### Power grid, run 1

Scale bar: 50 um. Pins as bars on the die edge.
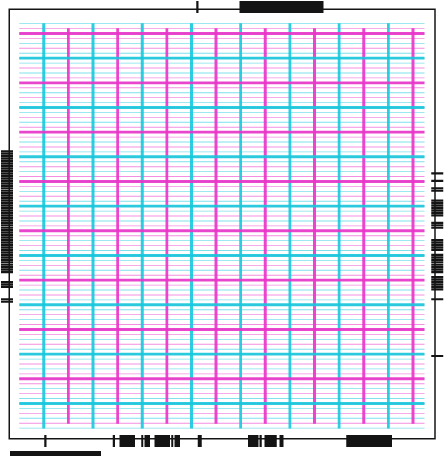
### Placed cells, one color a class, run 1

Scale bar: 50 um.
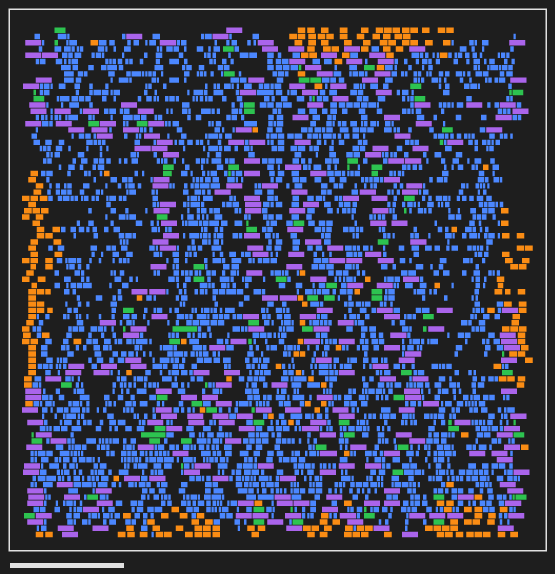
### Routed clock nets over the placement, run 1

Scale bar: 50 um.
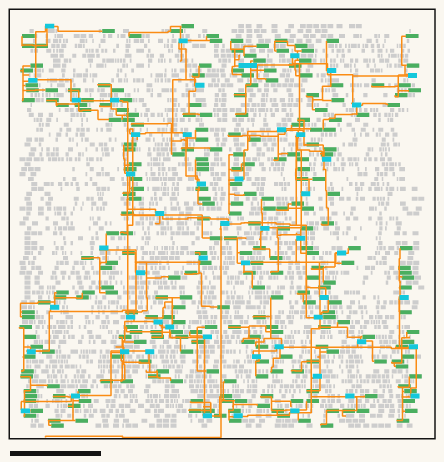
## config.mk

```make
export PLATFORM = sky130hd
export DESIGN_NAME = div_unit_flat
export DESIGN_NICKNAME = d
export VERILOG_FILES = /design/src/rtl/div_unit_if.sv /design/src/rtl/div_unit.sv /design/src/flat_wrapper.sv
export SDC_FILE = /design/constraint.sdc
export NUM_CORES = 1
export LEC_CHECK = 0
export CORE_AREA = 5 5 229 231
export CTS_BUF_LIST = sky130_fd_sc_hd__clkbuf_8
export CTS_CLUSTER_DIAMETER = 200
export DETAILED_ROUTE_END_ITERATION = 8
export DIE_AREA = 0 0 234 236
export MAX_ROUTING_LAYER = met4
export PLACE_DENSITY_LB_ADDON = 0.08
export SYNTH_ARGS = -nofsm -noshare
export SYNTH_HDL_FRONTEND = slang
export SYNTH_SLANG_ARGS = --single-unit
```

## constraint.sdc

```tcl
create_clock -name CLK -period 9.18 [get_ports CLK]
set_input_delay 0.918 -clock CLK [delete_from_list [all_inputs] [get_ports CLK]]
set_output_delay 0.918 -clock CLK [all_outputs]
set_load 0.05 [all_outputs]
```

## src/rtl/div_unit_if.sv

```systemverilog
// div_unit_if: request/response bundle between the execute stage and div_unit.
//   master (execute stage): drives START, KILL, X, Y, Is32Bit, ALUOp;
//                           observes BUSY, DONE, OUTPUT.
//   slave  (div_unit)     : the reverse.
// Signal names match the original flat port list of div_unit.
interface div_unit_if;
    logic        START;
    logic        KILL;
    logic [63:0] X;
    logic [63:0] Y;
    logic        Is32Bit;
    logic [14:0] ALUOp;
    logic        BUSY;
    logic        DONE;
    logic [63:0] OUTPUT;

    modport master (
        output START, KILL, X, Y, Is32Bit, ALUOp,
        input  BUSY, DONE, OUTPUT
    );

    modport slave (
        input  START, KILL, X, Y, Is32Bit, ALUOp,
        output BUSY, DONE, OUTPUT
    );
endinterface

```

## src/rtl/div_unit.sv

```systemverilog
// div_unit: iterative signed divide/remainder for the RV64I execute stage.
//   CLK           clock, rising edge
//   RST           synchronous active-high reset
//   bus.START     request, sampled only in IDLE
//   bus.KILL      flush, aborts any operation in progress (wins over START)
//   bus.X / Y     64-bit two's complement dividend / divisor
//   bus.Is32Bit   word op: uses X[31:0] / Y[31:0], result sign-extended
//   bus.ALUOp     one-hot op: 15'h0400 div, 15'h0800 rem
//   bus.BUSY      high in every non-IDLE state
//   bus.DONE      one-cycle pulse, OUTPUT valid from this cycle
//   bus.OUTPUT    registered result, held until the next accepted START
// Optional feature: define DIV_FASTZERO_EN to finish |X| < |Y| operations
// through the special-case path instead of the full iteration.
module div_unit (
    input  logic       CLK,
    input  logic       RST,
    div_unit_if.slave  bus
);
    localparam logic [14:0] OP_DIV = 15'h0400;
    localparam logic [14:0] OP_REM = 15'h0800;

    typedef enum logic [1:0] {IDLE, CALC, FIX, DONE_S} state_t;

    state_t      state_q, state_d;
    logic        busy_q, busy_d;
    logic        done_q, done_d;
    logic [63:0] out_q, out_d;
    logic [63:0] rem_q, rem_d;
    logic [63:0] quo_q, quo_d;
    logic [63:0] dvsr_q, dvsr_d;
    logic [6:0]  cnt_q, cnt_d;
    logic        is_rem_q, is_rem_d;
    logic        word_q, word_d;
    logic        x_neg_q, x_neg_d;
    logic        q_neg_q, q_neg_d;

    logic        op_ok, accept, x_neg, y_neg, special;
    logic [63:0] x_ext, y_ext, x_mag, y_mag, special_res;
    logic [64:0] shifted, trial;
    logic [63:0] q_signed, r_signed, fix_res;

    always_comb begin
        // Operand decode: word ops sign-extend the low word first so one
        // negate/compare path serves both widths.
        op_ok  = (bus.ALUOp == OP_DIV) || (bus.ALUOp == OP_REM);
        accept = bus.START && !bus.KILL && op_ok && (state_q == IDLE);
        x_ext  = bus.Is32Bit ? {{32{bus.X[31]}}, bus.X[31:0]} : bus.X;
        y_ext  = bus.Is32Bit ? {{32{bus.Y[31]}}, bus.Y[31:0]} : bus.Y;
        x_neg  = x_ext[63];
        y_neg  = y_ext[63];
        x_mag  = x_neg ? (~x_ext + 64'd1) : x_ext;
        y_mag  = y_neg ? (~y_ext + 64'd1) : y_ext;

        special     = 1'b0;
        special_res = '0;
        if (y_ext == '0) begin
            special     = 1'b1;
            special_res = (bus.ALUOp == OP_REM) ? x_ext : '1;
        end else if (y_ext == '1 &&
                     x_ext == (bus.Is32Bit ? 64'hFFFF_FFFF_8000_0000
                                           : 64'h8000_0000_0000_0000)) begin
            special     = 1'b1;
            special_res = (bus.ALUOp == OP_REM) ? '0 : x_ext;
        end
`ifdef DIV_FASTZERO_EN
        else if (x_mag < y_mag) begin
            special     = 1'b1;
            special_res = (bus.ALUOp == OP_REM) ? x_ext : '0;
        end
`endif

        // Restoring step: bring the next dividend bit into the partial
        // remainder; bit 64 of the trial difference is set when it underflows.
        shifted = {rem_q, quo_q[63]};
        trial   = shifted - {1'b0, dvsr_q};

        q_signed = q_neg_q ? (~quo_q + 64'd1) : quo_q;
        r_signed = x_neg_q ? (~rem_q + 64'd1) : rem_q;
        fix_res  = is_rem_q ? r_signed : q_signed;
        if (word_q)
            fix_res = {{32{fix_res[31]}}, fix_res[31:0]};

        state_d  = state_q;
        busy_d   = busy_q;
        done_d   = done_q;
        out_d    = out_q;
        rem_d    = rem_q;
        quo_d    = quo_q;
        dvsr_d   = dvsr_q;
        cnt_d    = cnt_q;
        is_rem_d = is_rem_q;
        word_d   = word_q;
        x_neg_d  = x_neg_q;
        q_neg_d  = q_neg_q;

        unique case (state_q)
            IDLE: begin
                if (accept) begin
                    is_rem_d = (bus.ALUOp == OP_REM);
                    word_d   = bus.Is32Bit;
                    x_neg_d  = x_neg;
                    q_neg_d  = x_neg ^ y_neg;
                    rem_d    = '0;
                    // Word magnitudes sit in the top half so the shift always
                    // consumes from bit 63; 32 steps leave the quotient low.
                    quo_d    = bus.Is32Bit ? {x_mag[31:0], 32'd0} : x_mag;
                    dvsr_d   = y_mag;
                    cnt_d    = bus.Is32Bit ? 7'd32 : 7'd64;
                    busy_d   = 1'b1;
                    if (special) begin
                        out_d   = special_res;
                        state_d = DONE_S;
                    end else begin
                        state_d = CALC;
                    end
                end
            end
            CALC: begin
                if (!trial[64]) begin
                    rem_d = trial[63:0];
                    quo_d = {quo_q[62:0], 1'b1};
                end else begin
                    rem_d = shifted[63:0];
                    quo_d = {quo_q[62:0], 1'b0};
                end
                cnt_d = cnt_q - 7'd1;
                if (cnt_q == 7'd1)
                    state_d = FIX;
            end
            FIX: begin
                out_d   = fix_res;
                state_d = DONE_S;
            end
            DONE_S: begin
                // Two cycles here: one to raise DONE, one to drop it, so BUSY
                // stays high through the DONE cycle.
                if (!done_q) begin
                    done_d = 1'b1;
                end else begin
                    done_d  = 1'b0;
                    busy_d  = 1'b0;
                    state_d = IDLE;
                end
            end
            default: state_d = IDLE;
        endcase

        if (bus.KILL && state_q != IDLE) begin
            state_d = IDLE;
            busy_d  = 1'b0;
            done_d  = 1'b0;
            out_d   = out_q;
        end
    end

    always_ff @(posedge CLK) begin
        if (RST) begin
            state_q  <= IDLE;
            busy_q   <= 1'b0;
            done_q   <= 1'b0;
            out_q    <= '0;
            rem_q    <= '0;
            quo_q    <= '0;
            dvsr_q   <= '0;
            cnt_q    <= '0;
            is_rem_q <= 1'b0;
            word_q   <= 1'b0;
            x_neg_q  <= 1'b0;
            q_neg_q  <= 1'b0;
        end else begin
            state_q  <= state_d;
            busy_q   <= busy_d;
            done_q   <= done_d;
            out_q    <= out_d;
            rem_q    <= rem_d;
            quo_q    <= quo_d;
            dvsr_q   <= dvsr_d;
            cnt_q    <= cnt_d;
            is_rem_q <= is_rem_d;
            word_q   <= word_d;
            x_neg_q  <= x_neg_d;
            q_neg_q  <= q_neg_d;
        end
    end

    assign bus.BUSY   = busy_q;
    assign bus.DONE   = done_q;
    assign bus.OUTPUT = out_q;
endmodule

```

## src/flat_wrapper.sv

```systemverilog
// flat-port wrapper written by rule: the top's interface ports become plain ports
module div_unit_flat 
  (CLK, RST, bus_START, bus_KILL, bus_X, bus_Y, bus_Is32Bit, bus_ALUOp, bus_BUSY, bus_DONE, bus_OUTPUT);
  div_unit_if bus_i ();
  input  logic CLK;
  input  logic RST;
  input wire logic [$bits(bus_i.START)-1:0] bus_START;
  input wire logic [$bits(bus_i.KILL)-1:0] bus_KILL;
  input wire logic [$bits(bus_i.X)-1:0] bus_X;
  input wire logic [$bits(bus_i.Y)-1:0] bus_Y;
  input wire logic [$bits(bus_i.Is32Bit)-1:0] bus_Is32Bit;
  input wire logic [$bits(bus_i.ALUOp)-1:0] bus_ALUOp;
  output wire logic [$bits(bus_i.BUSY)-1:0] bus_BUSY;
  output wire logic [$bits(bus_i.DONE)-1:0] bus_DONE;
  output wire logic [$bits(bus_i.OUTPUT)-1:0] bus_OUTPUT;
  assign bus_i.START = bus_START;
  assign bus_i.KILL = bus_KILL;
  assign bus_i.X = bus_X;
  assign bus_i.Y = bus_Y;
  assign bus_i.Is32Bit = bus_Is32Bit;
  assign bus_i.ALUOp = bus_ALUOp;
  assign bus_BUSY = bus_i.BUSY;
  assign bus_DONE = bus_i.DONE;
  assign bus_OUTPUT = bus_i.OUTPUT;
  div_unit u_core (.CLK(CLK), .RST(RST), .bus(bus_i));
endmodule
```

==> summary.txt, run 1 <==
GRT Max-Usage Layer -> met2
Tool Warnings -> 31
Initial DRC count -> 2,490
Synth area leader -> dfxtp_1
Adders+Majority by Area -> 4.31%
Multi-input gates -> 2,468
CTS resizes -> 0
FF+latch area -> 0.00543 sq mm
Sw frac -> 29.1%
Crit path launch -> bus_Y[21]
Sequential power share -> 41.7%
R2r setup slk -> 4.42 ns
Pre-CTS worst setup slack -> 2.61 ns
Design area -> 0.0258 sq mm
DR vias/cell -> 6.28
Endpoint, Worst Hold -> u_core.dvsr_q[62]
Critical R2R Capture -> u_core.rem_q[51]
CP bufs+invs -> 2
Achievable Freq -> 166 MHz
Row count -> 82
Non-Filler Instances -> 3,878
Setup Buffers After CTS -> 0
Cell count along the critical path -> 12
Setup tns final -> 0 ns
Biggest Area Class -> logic gates
Yosys aoi share -> 29.5%
CP peak stage delay -> 1.05 ns
Ys Warns -> 0
CP Capture Point -> u_core.bus.OUTPUT[42]
Unique cell type count in the Yosys netlist -> 75
Diodes inserted -> 2
Core area -> 0.0499 sq mm
Placed cell areas -> 0.0247 sq mm
Power per cell area -> 109 mW/mm^2
VDD IR-drop max -> 0.000112 V
Final setup margin -> 3.16 ns
TritonCTS clock tree -> done
Status -> finished, final reports clean
Clk sinks -> 271
Top pwr grp -> the clock network
Clock skew -> 0.0346 ns
Seq share, synth -> 24.4%
Clock buffer depth -> 3
Yosys Chip Area -> 0.0222 sq mm
Placed Cells -> 3,784
Non-clock buffering overhead -> 9.26%
CLK BUF -> 65
# hold bufs at CTS -> 0
Min-delay src -> u_core.dvsr_q[62]
Worst r2r path cells -> 14
H-tree Lvls -> 2
Wire length per cell -> 24.4 um
Max Used Layer -> met4
Final Max Slew Viols -> 0
Pleak -> 10.2 nW
Met1 usage -> 46.2%
Combinational power -> 0.370 mW
CP Cell Sequence -> clkdlybuf4s50_1, nor4_1, nand4_1, nor4b_1, nand2b_1, nor3_1, nor2_1, o21a_1, buf_4, nor2_1, o21a_1, a32o_1
Post-layout net count -> 3,391
Layout area overhead -> 16.1%
-- 'Power grid' (at the start) --
magenta -> VDD
cyan -> VSS
met1 rails = 83
met5 straps = 16
signal pins = 214

-- 'Placed cells, one color a class' (at the start) --
orange -> remaining buffers and delay cells  # cells 248, share of their area 9.6%
blue -> remaining logic cells  # cells 2,593, share of their area 64%
green -> clock drivers and dummy loads  # cells 92, share of their area 4.3%
purple -> registers  # cells 271, share of their area 22%

-- 'Routed clock nets over the placement' (at the start) --
green -> flip-flops  # count 271
orange -> clock wires  # length 4,780 um
cyan -> clock-net drivers  # count 53
routed clock nets = 54
flops lie = all over the die

### Metal layers overlaid, run 1

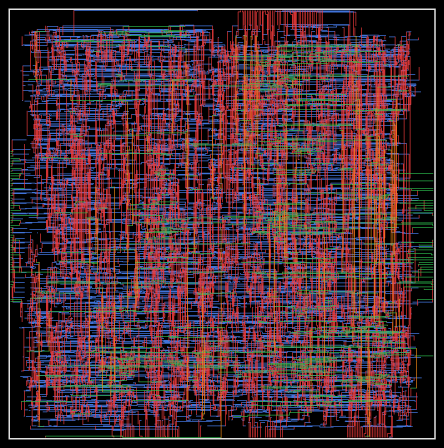

==> inputs of run 2 (changes only) <==
- clock period: 9.18 -> 5.6 ns (I/O delays scaled with it)
### Metal layers overlaid, run 2

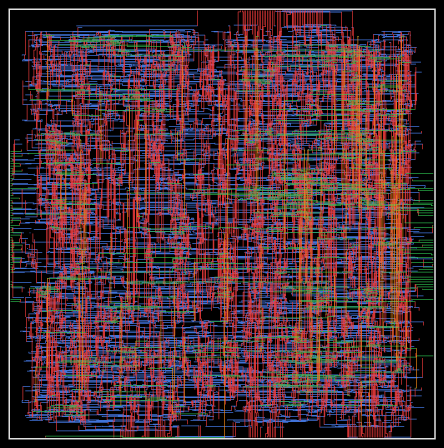
blue -> M1  # wire length 41.6 mm
green -> M3  # wire length 7,600 um
red -> M2  # wire length 40.9 mm
orange -> M4  # wire length 4,430 um

### Placed cells, one color a class, run 2

Scale bar: 50 um.
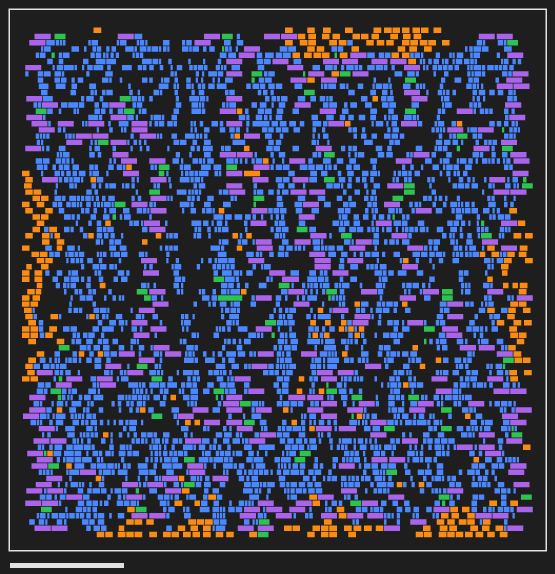
orange -> remaining buffers and delay cells  # cells 285, share of their area 11%
purple -> registers  # cells 271, share of their area 22%
blue -> remaining logic cells  # cells 2,593, share of their area 64%
green -> clock drivers and dummy loads  # cells 93, share of their area 4.2%

==> run 2 against run 1 <==
Net effect: synthesized cell count unchanged; clock skew increased by 0.0030 ns; largest cell class unchanged; global-route usage decreased by 0.098 points; register-to-register slack got worse by 3.3 ns; design area increased by 1.0%; clock power increased by 62%; first-iteration DRC count increased by 5.1%; critical path depth unchanged; wire length increased by 0.12%; worst hold slack got worse by 0.0054 ns; non-clock buffer count increased by 37; sequential share of layout area decreased by 0.22 points.
==> summary.txt, run 2 <==
Detail Route Antenna Nets -> 0
DR vias/cell -> 6.27
Setup tns final -> 0 ns
Min-delay src -> RST
Logic area -> 0.0156 sq mm
Sw frac -> 29.6%
Crit path launch -> bus_X[49]
Core area -> 0.0499 sq mm
Yosys aoi share -> 29.5%
Layout area overhead -> 17.3%
Pre-CTS worst setup slack -> 0.211 ns
Final Max Slew Viols -> 0
Row count -> 82
FF+latch area -> 0.00543 sq mm
P_clk -> 2.06 mW
Met3 WL -> 7600 um
Clk sinks -> 271
Clock skew -> 0.0376 ns
Met1 usage -> 46.1%
Post-layout net count -> 3,428
Non-Filler Instances -> 3,915
Final setup margin -> 0.845 ns
Top pwr grp -> the clock network
Critical R2R Capture -> u_core.bus.OUTPUT[58]
Power per cell area -> 176 mW/mm^2
CP bufs+invs -> 2
Achievable Freq -> 210 MHz
Adders+Majority by Area -> 4.31%
Max Used Layer -> met4
GRT Max-Usage Layer -> met2
VDD IR-drop max -> 0.000169 V
Core Util, Final -> 52.3%
Synth area leader -> dfxtp_1
Diodes inserted -> 1
Unique cell type count in the Yosys netlist -> 75
Wire length per cell -> 24.2 um
CP peak stage delay -> 0.70 ns
Pleak -> 10.3 nW
Clock buffer depth -> 3
Largest delay share family, worst path -> simple AND/OR/NAND/NOR gates
Sequential power share -> 42.0%
Initial DRC count -> 2,617
TritonCTS clock tree -> done
EDFF count, synth -> 0
Placed cell areas -> 0.0250 sq mm
Worst r2r path cells -> 9
Cell count along the critical path -> 12
Status -> finished, final reports clean
Post-synth top cells -> 316 x nand2_1, 303 x nor2_1, 271 x dfxtp_1, 271 x o21ai_0, 239 x a21oi_1
Non-clock buffering overhead -> 10.3%
Combinational power -> 0.602 mW
Most common cell on crit path -> a21oi_1
Yosys Chip Area -> 0.0222 sq mm
CTS resizes -> 0
H-tree Lvls -> 2
CP Cell Sequence -> clkdlybuf4s50_1, nor4_1, a21oi_1, or4_1, nor4_1, and4_1, a21o_1, buf_4, a21oi_1, a211oi_1, a21oi_1, nor2_1
Hold Crit Depth -> 2
Tool Warnings -> 31
Chip Footprint -> 0.0552 sq mm
Endpoint, Worst Hold -> u_core.dvsr_q[32]
Seq share, synth -> 24.4%
Ys Warns -> 0
Setup Buffers After CTS -> 0
Placed Cells -> 3,821
Multi-input gates -> 2,468
IO Port Bufs -> 213
R2r setup slk -> 1.12 ns
Biggest Area Class -> logic gates
No activity file was given, so power comes from the tool's default toggle rates.
